--- config.mk ---
export PLATFORM = sky130hd
export DESIGN_NAME = mult_32b_seq
export DESIGN_NICKNAME = d
export VERILOG_FILES = /design/src/rtl/mult_pkg.sv /design/src/rtl/adder_32b.sv /design/src/rtl/mult_32b_seq.sv
export SDC_FILE = /design/constraint.sdc
export NUM_CORES = 1
export LEC_CHECK = 0
export ABC_AREA = 0
export CORE_ASPECT_RATIO = 0.6
export CORE_MARGIN = 2
export CORE_UTILIZATION = 50
export CTS_BUF_LIST = sky130_fd_sc_hd__clkbuf_4 sky130_fd_sc_hd__clkbuf_8
export DETAILED_ROUTE_END_ITERATION = 16
export PLACE_DENSITY = 0.76
export SLEW_MARGIN = 15
export SYNTH_ARGS = -nofsm -noshare
export SYNTH_HDL_FRONTEND = slang
export SYNTH_SLANG_ARGS = --single-unit
--- constraint.sdc ---
create_clock -name clk -period 5.55 [get_ports clk]
set_clock_uncertainty 0.05 [all_clocks]
set_input_delay 1.665 -clock clk [delete_from_list [all_inputs] [get_ports clk]]
set_output_delay 1.665 -clock clk [all_outputs]
set_load 0.02 [all_outputs]
--- src/rtl/mult_pkg.sv ---
// Shared definitions for the sequential shift-add multiplier.
//   state_t   : FSM state encoding (IDLE / RUN / DONE)
//   WIDTH     : operand width, fixed at 32 to match adder_32b
//   CNT_W     : iteration counter width, holds 0..WIDTH
//   LAST_ITER : counter value of the final (32nd) iteration
package mult_pkg;

    localparam int unsigned WIDTH     = 32;
    localparam int unsigned CNT_W     = 6;
    localparam int unsigned LAST_ITER = 31;

    typedef enum logic [1:0] {
        IDLE = 2'd0,
        RUN  = 2'd1,
        DONE = 2'd2
    } state_t;

endpackage

--- src/rtl/adder_32b.sv ---
// 32-bit ripple-style adder used as the multiplier's partial-sum datapath.
// Ports:
//   a, b : addends (WIDTH bits)
//   cin  : carry in
//   sum  : WIDTH-bit sum
//   cout : carry out
module adder_32b
    import mult_pkg::*;
(
    input  logic [WIDTH-1:0] a,
    input  logic [WIDTH-1:0] b,
    input  logic             cin,
    output logic [WIDTH-1:0] sum,
    output logic             cout
);

    always_comb begin
        {cout, sum} = {1'b0, a} + {1'b0, b} + {{WIDTH{1'b0}}, cin};
    end

endmodule

--- src/rtl/mult_32b_seq.sv ---
// Unsigned 32x32->64 sequential shift-add multiplier, one partial product
// per clock, with valid/ready handshakes on both sides.
// Ports:
//   clk, reset          : clock, synchronous active-high reset
//   in_valid / in_ready : operand handshake (in_ready high only in IDLE)
//   mcand, mplier       : operands, captured on accept
//   out_valid/out_ready : result handshake (out_valid high only in DONE)
//   product             : 64-bit result, stable while out_valid is high
// Build option:
//   MULT_EARLY_TERM_EN  : when defined, finish as soon as the remaining
//                         multiplier bits are all zero (shorter latency,
//                         identical product).
module mult_32b_seq
    import mult_pkg::*;
(
    input  logic               clk,
    input  logic               reset,
    input  logic               in_valid,
    output logic               in_ready,
    input  logic [WIDTH-1:0]   mcand,
    input  logic [WIDTH-1:0]   mplier,
    output logic               out_valid,
    input  logic               out_ready,
    output logic [2*WIDTH-1:0] product
);

    state_t               state;
    logic [WIDTH-1:0]     mc;
    logic [WIDTH-1:0]     hi;
    logic [WIDTH-1:0]     lo;
    logic [CNT_W-1:0]     cnt;

    logic [WIDTH-1:0]     addend;
    logic [WIDTH-1:0]     sum;
    logic                 cout;
    logic [2*WIDTH-1:0]   next_acc;

`ifdef MULT_EARLY_TERM_EN
    logic [WIDTH-1:0]     mq;
    logic [CNT_W:0]       shift_amt;
    logic [2*WIDTH-1:0]   early_acc;
`endif

    // Add the multiplicand when the current multiplier bit (lo[0]) is set.
    always_comb begin
        addend = lo[0] ? mc : '0;
    end

    adder_32b u_adder (
        .a    (hi),
        .b    (addend),
        .cin  (1'b0),
        .sum  (sum),
        .cout (cout)
    );

    // 65-bit right shift of {cout, sum, lo}: the carry lands in hi[31]
    // and the consumed multiplier bit drops off the bottom of lo.
    always_comb begin
        next_acc = {cout, sum, lo[WIDTH-1:1]};
    end

`ifdef MULT_EARLY_TERM_EN
    // Once no multiplier bits remain, the outstanding iterations would only
    // add zero and shift, so collapse them into one shift by (32 - cnt).
    always_comb begin
        shift_amt = (CNT_W+1)'(WIDTH) - {1'b0, cnt};
        early_acc = {hi, lo} >> shift_amt;
    end
`endif

    always_ff @(posedge clk) begin
        if (reset) begin
            state     <= IDLE;
            mc        <= '0;
            hi        <= '0;
            lo        <= '0;
            cnt       <= '0;
            in_ready  <= 1'b1;
            out_valid <= 1'b0;
            product   <= '0;
`ifdef MULT_EARLY_TERM_EN
            mq        <= '0;
`endif
        end else begin
            case (state)
                IDLE: begin
                    if (in_valid && in_ready) begin
                        mc       <= mcand;
                        lo       <= mplier;
                        hi       <= '0;
                        cnt      <= '0;
`ifdef MULT_EARLY_TERM_EN
                        mq       <= mplier;
`endif
                        in_ready <= 1'b0;
                        state    <= RUN;
                    end
                end

                RUN: begin
`ifdef MULT_EARLY_TERM_EN
                    if (mq == '0) begin
                        {hi, lo}  <= early_acc;
                        product   <= early_acc;
                        out_valid <= 1'b1;
                        state     <= DONE;
                    end else
`endif
                    begin
                        {hi, lo} <= next_acc;
                        cnt      <= cnt + CNT_W'(1);
`ifdef MULT_EARLY_TERM_EN
                        mq       <= mq >> 1;
`endif
                        if (cnt == CNT_W'(LAST_ITER)) begin
                            product   <= next_acc;
                            out_valid <= 1'b1;
                            state     <= DONE;
                        end
                    end
                end

                DONE: begin
                    if (out_valid && out_ready) begin
                        out_valid <= 1'b0;
                        in_ready  <= 1'b1;
                        state     <= IDLE;
                    end
                end

                default: begin
                    state     <= IDLE;
                    in_ready  <= 1'b1;
                    out_valid <= 1'b0;
                end
            endcase
        end
    end

endmodule
Figure 1. Signal metal coverage by tile.
Scale bar: 50 µm. 34 x 20 tiles, from white (low) to dark blue (high), scaled to the fullest tile. Values are wire area over tile area, all layers added.
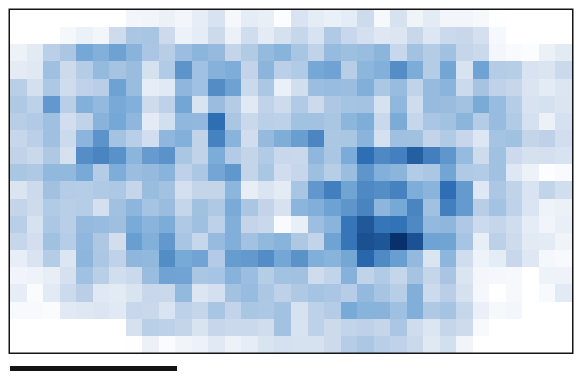
tiles over half the peak: 11%
fullest tile: 0.68
nearly empty tiles: 7.9%
total detailed-routing wirelength: 21.47 mm
total number of vias: 7482

Figure 2. Layout detail.
Region (64, 31) to (104, 71) µm. Cells in gray, sequential cells in the stronger gray; small squares are vias.
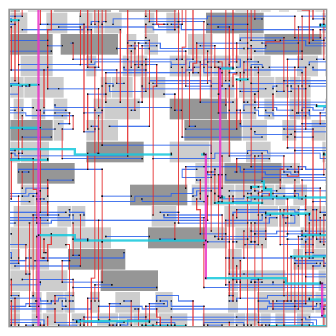
legend:
  met1:
    color: blue
  met2:
    color: red
  met3:
    color: cyan
  met4:
    color: magenta
netlist names of flops here include: hi (8), product (3), cnt (2)
cells with their middle in the window: 127
sequential cells in the window: 14
most frequent: nor2_1 (16), nand2_1 (14), dfxtp_1 (14)

Figure 3. Clock wiring as the flow saved it.
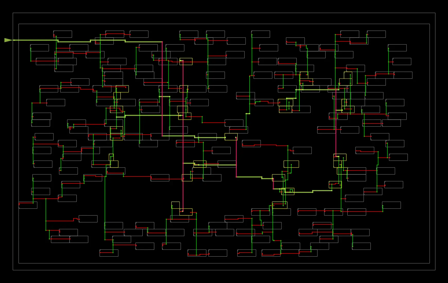
cts bufs inserted: 17
Clock Latency Late Sink: 0.46 ns
flip-flop and latch count: 170

==> flow_metrics.env <==
# flow metrics
export IMPL_log_warning_count=26
export IMPL_post_drt_via_cell_ratio=5.647
export IMPL_worst_hold_startpoint="mc[31]"
export IMPL_synthFlopType="sky130_fd_sc_hd__dfxtp_1"
export IMPL_timing_final_max_slew_violations=0
export IMPL_p_leak_nw=3.692
export IMPL_outcome="complete, no violations"
export IMPL_min_period_over_period=0.6428
export IMPL_residual_overflow_from_global_routing=0
export IMPL_comb_power_share=0.111
export IMPL_critical_path_reg2reg_endpoint="hi[31]"
export IMPL_die_area_um2=17170
export IMPL_flops_after_synth=170
export IMPL_cellInternalPower_mw=1.718
export IMPL_power_density_nw_per_um2=247.5
export IMPL_die_h_um=102.3
export IMPL_timing_critical_path_buf_inv=2
export IMPL_setup_worst_path_end_class="register"
export IMPL_maxCapViolations=0
export IMPL_post_synth_mux_area_share=0.002641
export IMPL_fill_cells=1366
export IMPL_detailed_place_hpwl_mm=14.29
export IMPL_post_syn_area_per_cell_um2=7.887
export IMPL_ctsHoldBuffers=0
export IMPL_regArea_um2=3403
export IMPL_pwr_share_seq=0.537
export IMPL_dpl_instance_area_um2=9472
export IMPL_fp_util=0.5180
export IMPL_num_rows=35
export IMPL_post_synth_inst_count=1021
export IMPL_cts_htree_levels=4
export IMPL_first_global_vias=6918
export IMPL_ys_sh_adder=0.05376
export IMPL_syn_num_nets=1123
export IMPL_chipWidth_um=167.8
export IMPL_path_cells="clkdlybuf4s50_1, nand4bb_4, nand2_1, buf_4, o21ai_0, a21oi_1, nor2_1"
export IMPL_rsz0062_at_grt="false"
export IMPL_final_layout_size_suffix_gt1_frac=0.05971
export IMPL_logic_family="simple AND/OR/NAND/NOR gates"
export IMPL_min_path_type="register to register"
export IMPL_drtAntennaViolNets=0
export IMPL_async_flop_share=0
export IMPL_crit_path_arrival_time_ns=3.83
export IMPL_synthToLayoutAreaGrowth_pct=22.42
export IMPL_yosysUniqueCellTypes=65
export IMPL_drtPass1Iterations=5
export IMPL_synth_yosys_num_cells=1021
export IMPL_finish_net_count=1211
export IMPL_io_buffer_count=133
export IMPL_p_sw_frac=0.2958
export IMPL_antenna_found_initial=0
export IMPL_setup_worst_path_start="in_valid"
export IMPL_design_area_um2=9858
export IMPL_grt_start_max_net_pins=74
export IMPL_setup_violations_final=0
export IMPL_cts_max_path_bufs=2
export IMPL_worstPathRequired_ns=5.81
export IMPL_power_switching_mw=0.7217
export IMPL_critical_path_top_delay_family="buffers and inverters"
export IMPL_drt_wirelength_per_cell_um=16.20
export IMPL_worst_flop_to_flop_path_startpoint="lo[0]"
export IMPL_power_ir_vdd_worst_mv=0.1814
export IMPL_post_cts_resize_count=0
export IMPL_grt_total_usage=0.2536
export IMPL_mapped_area_um2=8053
export IMPL_route_detailed_drc=0
export IMPL_max_freq_ghz=0.2803
export IMPL_regToRegSetupSlack_ns=2.01
export IMPL_timing_setup_critical_path_class="input pin to register"
export IMPL_critPathCapture="cnt[2]"
export IMPL_pin_slew_with_the_least_headroom_to_its_limit_ns=0.7887
export IMPL_ys_warnings_count=0
export IMPL_cts_reportedPaths_clkPinSlew_ns=0.09
export IMPL_setup_tns_final_ns=0
export IMPL_finalHoldViolations=0
export IMPL_slew_headroom=0.4742
export IMPL_max_stage_delay_ns=0.55
export IMPL_n_antenna_cell=0
export IMPL_clockRootBuffer="sky130_fd_sc_hd__clkbuf_8"
export IMPL_critical_path_cell_count=7
export IMPL_first_iter_violations=567
export IMPL_ys_area_um2=8053
export IMPL_worst_r2r_path_depth=12
export IMPL_finalWorstPathRequiredPeriod_ns=3.567
export IMPL_postCtsSetupBuffers=0
export IMPL_synth_simple_gate_area_share=0.2272
export IMPL_critical_path_slowest_cell="sky130_fd_sc_hd__clkdlybuf4s50_1"
export IMPL_final_comb_area_um2=4343
export IMPL_first_pass_grt_wire_length_mm=35.22
export IMPL_tritoncts_num_sinks=170
export IMPL_share_of_the_yosys_chip_area_belonging_to_registers=0.4226
export IMPL_gp_congestion=0.9035
export IMPL_cp_max_fo=40
export IMPL_cts_tree="yes"
export IMPL_fp_coreArea_um2=15550
export IMPL_timing_critical_path_from_type="input pin"
export IMPL_synth_edff_count=0
export IMPL_xor_share=0.02828
export IMPL_ios=134
export IMPL_yosys_area_share_aoi=0.2225
export IMPL_clock_share_of_power=0.352
Figure 4. Signal wires on met3.
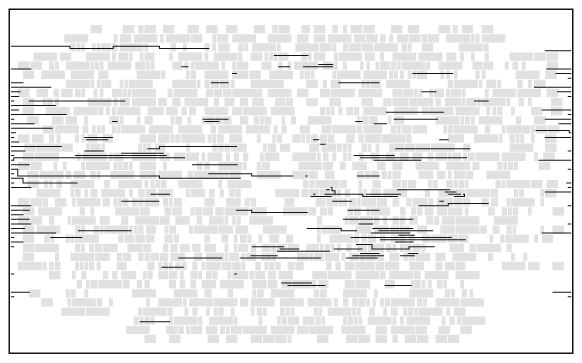
main direction: horizontal
wire length on this layer: 1340 µm
share of all routed wire: 6.2%
longest straight run: 51.1 µm
nets with wire on the layer: 122
met3 usage: 0.04415

Figure 5. Clock distribution.
Scale bar: 50 µm.
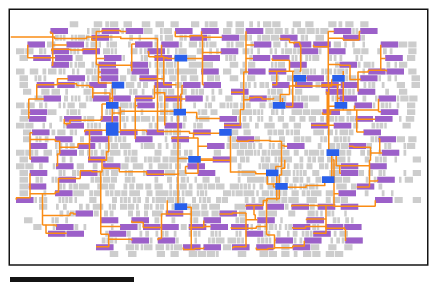
legend:
  flip-flops:
    color: purple
    count: 170
  clock wires:
    color: orange
    length: 2020 µm
  cells driving clock nets:
    color: blue
    count: 17
flops lie: spread over the die
routed clock nets: 18

-- layout by cell type, fill, tap and decap left out, types with 17 or more instances in the layout --
cell,n
sky130_fd_sc_hd__clkbuf_8,17
sky130_fd_sc_hd__nand2_1,219
sky130_fd_sc_hd__a21oi_1,136
sky130_fd_sc_hd__nor2_1,98
sky130_fd_sc_hd__and2_1,31
sky130_fd_sc_hd__o221ai_1,32
sky130_fd_sc_hd__nand3_1,29
sky130_fd_sc_hd__xnor2_1,19
sky130_fd_sc_hd__dfxtp_1,170
sky130_fd_sc_hd__o21ai_0,19
sky130_fd_sc_hd__clkdlybuf4s50_1,132
sky130_fd_sc_hd__ha_1,33
-- kinds of logic (layout without fill, tap and decap cells) --
family / after synthesis / after routing
flops: 170 / 170
compound gates: 275 / 275
simple gates: 423 / 423
buf+inv: 91 / 192
xor+xnor: 26 / 26
mux: 2 / 2
fa+ha+maj: 34 / 34
-- power by group through the flow --
| stage | Clock (mW) | Sequential (mW) | Combinational [mW] |
|---|---|---|---|
| after floorplan | 0 | 1.32 | 0.171 |
| after global placement | 0 | 1.34 | 0.263 |
| after detailed placement | 0 | 1.34 | 0.267 |
| after CTS | 0.872 | 1.31 | 0.269 |
| after global routing | 0.928 | 1.32 | 0.299 |
| final | 0.859 | 1.31 | 0.271 |
-- how the worst min path moves through the flow --
stage / cells after the start / end
finish: 2 / mc[31]
global route: 2 / hi[31]
CTS: 2 / mc[3]
detailed placement: 2 / mc[3]
global placement: 2 / hi[31]
floorplan: 2 / hi[31]
-- sequential cells by signal, summed over array words and instances (netlist names) --
name	count
cnt	6
in_ready	1
mc	32
lo	32
product	64
state	2
out_valid	1
hi	32
-- per-stage QoR --
step	std cells	worst slack (ns)	power, mW	hold WS (ns)	utilization
2_1_floorplan	1021	2.685	1.494	0.3723	-
3_3_place_gp	1293	1.574	1.600	0.3850	0.6093
3_5_place_dp	1293	1.536	1.604	0.3938	0.6093
4_1_cts	1325	2.026	2.451	0.4078	0.6341
5_1_grt	1325	1.755	2.545	0.4164	0.6341
6_report	1325	1.983	2.440	0.4028	0.6341
-- layout make-up --
type,count,area share
Multi-Input combinational cell,760,0.4405
Clock inverter,15,0.01548
Tap cell,203,0.02576
Inverter,16,0.006092
Sequential cell,170,0.3452
Timing Repair Buffer,144,0.1432
Clock buffer,17,0.02373
-- layer usage --
layer / vias up / track usage / routed length [µm]
li1: 3722 / - / -
met1: 3514 / 0.3847 / 11110
met2: 230 / 0.3741 / 8860
met3: 16 / 0.04415 / 1340
met4: 0 / 0.05886 / 159
met5: - / 0 / 0
-- cells in the mapped netlist (all sizes together), types with 11 or more instances --
master  instances  area [µm²]
a21o           17       128.9
a21oi         137       689.4
a22o           16       140.1
and2           31       193.9
clkbuf         71       266.5
dfxtp         170        3403
ha             33       412.9
inv            16       60.05
nand2         219       822.0
nand3          30       155.1
nor2          100       385.4
nor3           11       55.05
o21ai          26       141.4
o221ai         32       280.3
xnor2          19       166.4
Power figures rest on the tool's default switching activity, not on a simulated workload.
